### config.mk
export PLATFORM = sky130hd
export DESIGN_NAME = plb_dbg_state_reader
export DESIGN_NICKNAME = d
export VERILOG_FILES = /design/src/rtl/plb_dbg_pkg.sv /design/src/rtl/plb_dbg_chain_collector.sv /design/src/rtl/plb_dbg_state_reader.sv
export SDC_FILE = /design/constraint.sdc
export NUM_CORES = 1
export LEC_CHECK = 0
export CAP_MARGIN = 20
export CORE_ASPECT_RATIO = 2
export CORE_MARGIN = 2
export CORE_UTILIZATION = 55
export CTS_CLUSTER_SIZE = 14
export DETAILED_ROUTE_END_ITERATION = 8
export GPL_ROUTABILITY_DRIVEN = 0
export PLACE_DENSITY = 0.87
export SLEW_MARGIN = 20
export SYNTH_ARGS = -nofsm -noshare
export SYNTH_HDL_FRONTEND = slang
export SYNTH_SLANG_ARGS = --single-unit
### constraint.sdc
create_clock -name clk -period 7.58 [get_ports clk]
set_input_delay 2.274 -clock clk [delete_from_list [all_inputs] [get_ports clk]]
set_output_delay 2.274 -clock clk [all_outputs]
set_load 0.005 [all_outputs]
### src/rtl/plb_dbg_pkg.sv
// Shared types and constants for the PLB debug snapshot sequencer.
// Provides the FSM state enum, error codes and err_ctrl field layout.
package plb_dbg_pkg;

   typedef enum logic [2:0] {
      ST_SHRST   = 3'd0,
      ST_RUN     = 3'd1,
      ST_FREEZE  = 3'd2,
      ST_CAPTURE = 3'd3,
      ST_DUMP    = 3'd4,
      ST_DONE    = 3'd5
   } state_t;

   localparam logic [2:0] ERR_NONE    = 3'd0;
   localparam logic [2:0] ERR_TIMEOUT = 3'd1;
   localparam logic [2:0] ERR_STRAY   = 3'd2;
   localparam logic [2:0] ERR_EMPTY   = 3'd3;

   localparam int ERR_CHAIN_LSB = 7;
   localparam int ERR_CODE_LSB  = 4;
   localparam int ERR_CNT_LSB   = 0;

   function automatic logic [11:0] err_pack(
      input logic [4:0] chain,
      input logic [2:0] code,
      input logic [3:0] cnt
   );
      logic [11:0] r;
      r = '0;
      r[ERR_CHAIN_LSB +: 5] = chain;
      r[ERR_CODE_LSB +: 3]  = code;
      r[ERR_CNT_LSB +: 4]   = cnt;
      return r;
   endfunction

endpackage

### src/rtl/plb_dbg_chain_collector.sv
// DUMP datapath: accepts words of the selected chain, folds the checksum,
// tracks word/idle counts and flags timeout, stray-valid and empty-chain.
// Ports: clk, rst, active (in DUMP), sel (chain index), sh_out, vld, done,
//        sum (checksum), chain_end (chain finished), err_code (this cycle).
module plb_dbg_chain_collector
   import plb_dbg_pkg::*;
#(
   parameter int NUM_CHAINS = 32,
   parameter int TIMEOUT    = 4096
) (
   input  logic                  clk,
   input  logic                  rst,
   input  logic                  active,
   input  logic [4:0]            sel,
   input  logic [31:0]           sh_out,
   input  logic [NUM_CHAINS-1:0] vld,
   input  logic [NUM_CHAINS-1:0] done,
   output logic [15:0]           sum,
   output logic                  chain_end,
   output logic [2:0]            err_code
);

   localparam int IDLE_W = $clog2(TIMEOUT + 1);

   logic [IDLE_W-1:0]     idle;
   logic [15:0]           words;
   logic [NUM_CHAINS-1:0] mask;
   logic                  hit_vld;
   logic                  hit_done;
   logic                  stray;
   logic                  timeout;
   logic                  empty;

   always_comb begin
      mask = '0;
      mask[sel] = 1'b1;
      hit_vld  = active & vld[sel];
      hit_done = active & done[sel];
      stray    = active & (|(vld & ~mask));
      timeout  = active & ~hit_vld & ~hit_done &
                 (idle == IDLE_W'(TIMEOUT - 1));
      // a word arriving with done counts before the empty test
      empty     = hit_done & ~hit_vld & (words == '0);
      chain_end = hit_done | timeout;
      // simultaneous errors report the highest code
      err_code = ERR_NONE;
      if (empty)
         err_code = ERR_EMPTY;
      else if (stray)
         err_code = ERR_STRAY;
      else if (timeout)
         err_code = ERR_TIMEOUT;
   end

   always_ff @(posedge clk) begin
      if (rst) begin
         sum   <= '0;
         idle  <= '0;
         words <= '0;
      end else begin
         if (hit_vld)
            sum <= sum + (sh_out[31:16] ^ sh_out[15:0]);
         if (!active || chain_end) begin
            idle  <= '0;
            words <= '0;
         end else begin
            if (hit_vld || hit_done)
               idle <= '0;
            else
               idle <= idle + IDLE_W'(1);
            if (hit_vld && words != '1)
               words <= words + 16'd1;
         end
      end
   end

endmodule

### src/rtl/plb_dbg_state_reader.sv
// Snapshot sequencer: reset shadow chains, run target, freeze, capture,
// dump each chain and report checksum / errors / status.
// Ports: clk, rst; gclk, sh_rst, c_en, dump_en drive the target/chains;
//        err_en, err_ctrl, dbg2, dbg3 report; sh_out*, dbg3_out are inputs.
module plb_dbg_state_reader
   import plb_dbg_pkg::*;
#(
   parameter int NUM_CHAINS    = 32,
   parameter int RUN_CYCLES    = 1024,
   parameter int SH_RST_CYCLES = 4,
   parameter int TIMEOUT       = 4096
) (
   input  logic                  clk,
   input  logic                  rst,
   output logic                  gclk,
   output logic                  err_en,
   output logic [11:0]           err_ctrl,
   output logic                  sh_rst,
   output logic                  c_en,
   output logic [NUM_CHAINS-1:0] dump_en,
   output logic [15:0]           dbg2,
   output logic [7:0]            dbg3,
   input  logic [31:0]           sh_out,
   input  logic [NUM_CHAINS-1:0] sh_out_vld,
   input  logic [NUM_CHAINS-1:0] sh_out_done,
   input  logic [7:0]            dbg3_out
);

   localparam logic [4:0] LAST = 5'(NUM_CHAINS - 1);

   state_t                state;
   logic [31:0]           cnt;
   logic [4:0]            chain;
   logic [4:0]            chain_nx;
   logic [NUM_CHAINS-1:0] sel_nx;
   logic                  active;
   logic                  chain_end;
   logic [2:0]            err_code;
   logic [3:0]            err_cnt;

   assign active   = (state == ST_DUMP);
   assign chain_nx = chain + 5'd1;
   assign err_cnt  = (err_ctrl[ERR_CNT_LSB +: 4] == 4'hF) ? 4'hF :
                     err_ctrl[ERR_CNT_LSB +: 4] + 4'd1;

   always_comb begin
      sel_nx = '0;
      sel_nx[chain_nx] = 1'b1;
   end

   plb_dbg_chain_collector #(
      .NUM_CHAINS(NUM_CHAINS),
      .TIMEOUT   (TIMEOUT)
   ) u_coll (
      .clk      (clk),
      .rst      (rst),
      .active   (active),
      .sel      (chain),
      .sh_out   (sh_out),
      .vld      (sh_out_vld),
      .done     (sh_out_done),
      .sum      (dbg2),
      .chain_end(chain_end),
      .err_code (err_code)
   );

   // outputs are registered from the state being entered, so the
   // counters count visible cycles of each strobe
   always_ff @(posedge clk) begin
      if (rst) begin
         state    <= ST_SHRST;
         cnt      <= '0;
         chain    <= '0;
         gclk     <= 1'b0;
         sh_rst   <= 1'b0;
         c_en     <= 1'b0;
         dump_en  <= '0;
         dbg3     <= '0;
         err_en   <= 1'b0;
         err_ctrl <= '0;
      end else begin
         gclk   <= 1'b0;
         sh_rst <= 1'b0;
         c_en   <= 1'b0;
         if (err_code != ERR_NONE) begin
            err_en   <= 1'b1;
            err_ctrl <= err_pack(chain, err_code, err_cnt);
         end
         unique case (state)
            ST_SHRST: begin
               if (cnt < 32'(SH_RST_CYCLES)) begin
                  sh_rst <= 1'b1;
                  cnt    <= cnt + 32'd1;
                  dbg3   <= {ST_SHRST, 5'd0};
               end else begin
                  state <= ST_RUN;
                  gclk  <= 1'b1;
                  cnt   <= 32'd1;
                  dbg3  <= {ST_RUN, 5'd0};
               end
            end
            ST_RUN: begin
               if (cnt < 32'(RUN_CYCLES)) begin
                  gclk <= 1'b1;
                  cnt  <= cnt + 32'd1;
               end else begin
                  state <= ST_FREEZE;
                  dbg3  <= {ST_FREEZE, 5'd0};
               end
            end
            ST_FREEZE: begin
               state <= ST_CAPTURE;
               c_en  <= 1'b1;
               dbg3  <= {ST_CAPTURE, 5'd0};
            end
            ST_CAPTURE: begin
               state   <= ST_DUMP;
               chain   <= '0;
               dump_en <= {{(NUM_CHAINS-1){1'b0}}, 1'b1};
               dbg3    <= {ST_DUMP, 5'd0};
            end
            ST_DUMP: begin
               if (chain_end) begin
                  if (chain == LAST) begin
                     state   <= ST_DONE;
                     dump_en <= '0;
                     dbg3    <= dbg3_out;
                  end else begin
                     chain   <= chain_nx;
                     dump_en <= sel_nx;
                     dbg3    <= {ST_DUMP, chain_nx};
                  end
               end
            end
            ST_DONE: begin
               dbg3 <= dbg3_out;
            end
            default: begin
               state <= ST_SHRST;
            end
         endcase
      end
   end

endmodule

==> results.md <==
| Parameter | Value | Unit |
|---|---|---|
| Run status | finished, final reports clean | - |
| Reg-to-reg startpoint | chain[1]$_SDFFE_PP0P_ | - |
| Final Hold Slack | 450.2 | ps |
| Crit path kind | input pin to flop | - |
| Post-route setup TNS | 0 | ps |
| Final number of setup-violating endpoints | 0 | - |
| Worst setup SP type | input pin | - |
| Clock tree from TritonCTS | done | - |
| Post-DR wirelength/cell | 17.78 | um |
| MaxCap Viol Count | 0 | - |
| Total placed instance area | 9574 | um^2 |
| Number of warning messages in the yosys log | 0 | - |
| Register-to-register setup slack | 3830 | ps |
| Vias in the first global route | 7391 | - |
| X dimension of the die | 87.87 | um |
| Number of cells on the worst reg-to-reg path | 9 | - |
| Cell family contributing the most delay on the critical path | simple AND/OR/NAND/NOR gates | - |
| Biggest area cells | dfxtp_1 36%, nor2_1 6.0%, mux2i_1 4.9% | - |
| Most used cells in the layout excluding fill and tap cells | 175 x clkdlybuf4s50_1, 140 x dfxtp_1, 124 x nor2_1, 91 x nand2_1, 66 x a21oi_1 | - |
| Vias per cell | 5.907 | - |
| Worst hold start | dump_en[9]$_SDFFE_PP0P_ | - |
| Number of buffers created by CTS | 17 | - |
| Share of cells above drive strength 1 | 0.06141 | - |
| Dominant cell by count in the synthesized netlist | dfxtp_1 | - |
| Longest Clk Path Bufs | 2 | - |
| Cells after Synth | 921 | - |
| # H-tree levels | 4 | - |
| Post-synth regs | 140 | - |
| Most common library cell in the layout ignoring fill and taps | clkdlybuf4s50_1 | - |
| Chain of cells forming the critical path | clkdlybuf4s50_1 > mux4_2 > a22o_1 > a211oi_2 > a21oi_2 > buf_4 > nor4_2 > nor3_2 > or4_1 > and3_1 | - |
| Area share, top type | 0.3622 | - |
| Std cell rows | 61 | - |
| Count of non-filler cells in the finished layout | 1280 | - |
| Count of hold-fix buffers inserted at cts | 0 | - |
| Overall routed net length | 22.76 | mm |
| Final period util | 0.6803 | - |
| Count of inserted antenna diode cells | 0 | - |
| Vias | 7561 | - |
| Pin count of the biggest net entering global routing | 80 | - |
| Buf/Inv on CP | 2 | - |
| Cell count after placement | 1247 | - |
| Slowest stage delay, CP | 500 | ps |
| WP data required | 7900 | ps |
| Setup ws final | 2424 | ps |
| Summed standard-cell area reported by yosys | 7737 | um^2 |
| Class of the worst hold path | flop to flop | - |
| Total number of nets in the final design | 1214 | - |
| Count of instantiated cells in the yosys netlist | 921 | - |
| Power density over the cells | 185.7 | nW/um^2 |
| Worst hold path endpoint | dump_en[9]$_SDFFE_PP0P_ | - |
| Yosys cell types | 65 | - |
| Global-route usage over all layers | 0.3007 | - |
| Post-cts sizing count | 0 | - |
| Final Hold Vio Count | 0 | - |
| Final standard cell area without fillers | 10170 | um^2 |
| Overall power of the completed layout | 1.888 | mW |
| Count of warning messages emitted by the tools | 34 | - |
| Final Core Density | 0.7361 | - |
| Routed Antenna Nets | 0 | - |
| Critical-path maximum fanout | 20 | - |
| Critical path arrival | 5480 | ps |
| Critical Path Sink Type | flop | - |
| VDD IR max | 179.6 | uV |
## registers in the layout, indices dropped and copies added (netlist names)
name          flops
c_en              1
chain             5
cnt              32
dbg3              8
dump_en          32
err_ctrl         11
err_en            1
gclk              1
sh_rst            1
state             3
u_coll.idle      13
u_coll.sum       16
u_coll.words     16
## worst max path at each step
stage	cells after the start	to	slack [ps]
2_1_floorplan	8	err_ctrl[3]$_SDFFE_PP0P_	3110
3_3_place_gp	10	err_ctrl[3]$_SDFFE_PP0P_	2160
3_5_place_dp	10	err_ctrl[3]$_SDFFE_PP0P_	2050
4_1_cts	10	err_ctrl[3]$_SDFFE_PP0P_	2470
5_1_grt	10	err_ctrl[3]$_SDFFE_PP0P_	2300
6_report	10	err_ctrl[3]$_SDFFE_PP0P_	2420
## layout make-up
class                      count  area [um^2]
inverter                      20        75.07
tap                          189        236.5
fill                        1030         3646
clock inverter                14        127.6
clock buffer                  18        439.2
timing repair buffer         184         1837
sequential                   140         2803
multi-input combinational    715         4651
## kinds of logic (layout without fill, tap and decap cells)
group	count (synthesis)	in the layout	share of synthesized area
and+or+nand+nor	417	417	0.2673
adders and majority gates	30	30	0.04948
other	1	1	0.0004847
AOI/OAI and AO/OA	149	149	0.1211
muxes	53	53	0.08700
buffers and inverters	66	236	0.03881
DFF	140	140	0.3622
xor gates and xnor gates	65	65	0.07358
## report_power, final
group	switching [mW]	internal, mW
clock	0.356	0.441
combinational	0.150	0.149
sequential	0.0305	0.761
total	0.537	1.35
## metal layers
| metal | global-route usage | up-vias | part of all wire |
|---|---|---|---|
| met5 | 0 | - | 0 |
| met4 | 0.1652 | 0 | 0.050 |
| met3 | 0.04846 | 79 | 0.054 |
| met2 | 0.5725 | 313 | 0.55 |
| met1 | 0.2963 | 3586 | 0.34 |
| li1 | - | 3583 | - |
==> images/sizes.png <==
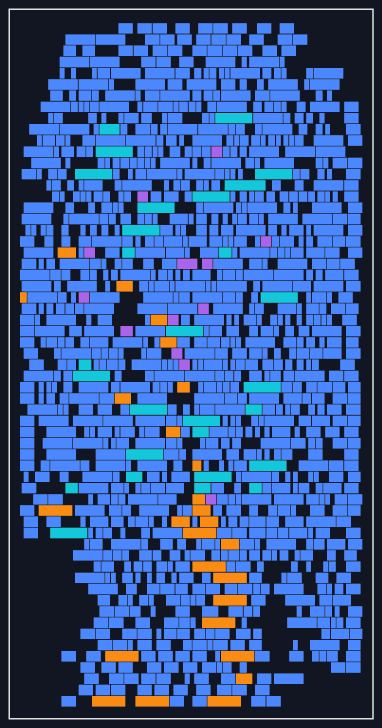
- cyan: _6 and larger (cells 28; share 2.6%)
- orange: _2 cells (cells 26; share 2.4%)
- blue: _0 and _1 cells (cells 1024; share 94%)
- purple: _3 and _4 cells (cells 13; share 1.2%)

==> images/clk_routes.png <==
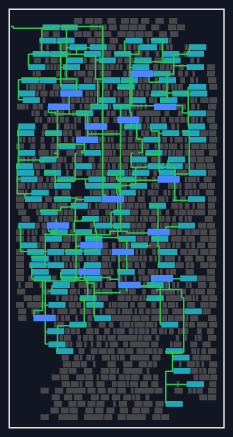
- green: clock wires (length 1690 um)
- blue: clock drivers (count 17)
- cyan: flip-flops (count 140)
- routed clock nets: 18

==> images/layer_met3.png <==
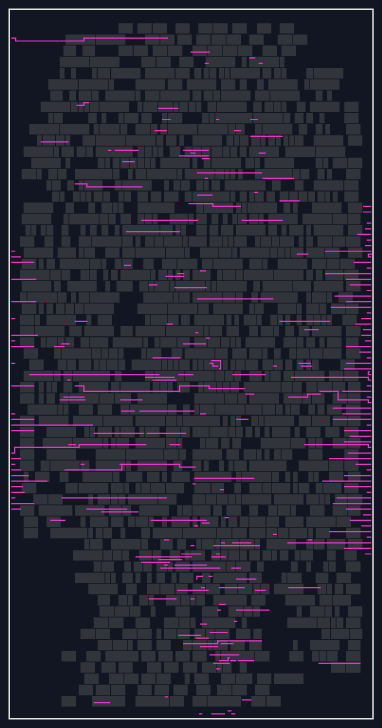
- wire length on this layer: 1230 um
- main direction: horizontal
- longest straight run: 31.3 um
- share of all routed wire: 5.4%
- nets with wire on the layer: 169

Power figures rest on the tool's default switching activity, not on a simulated workload.
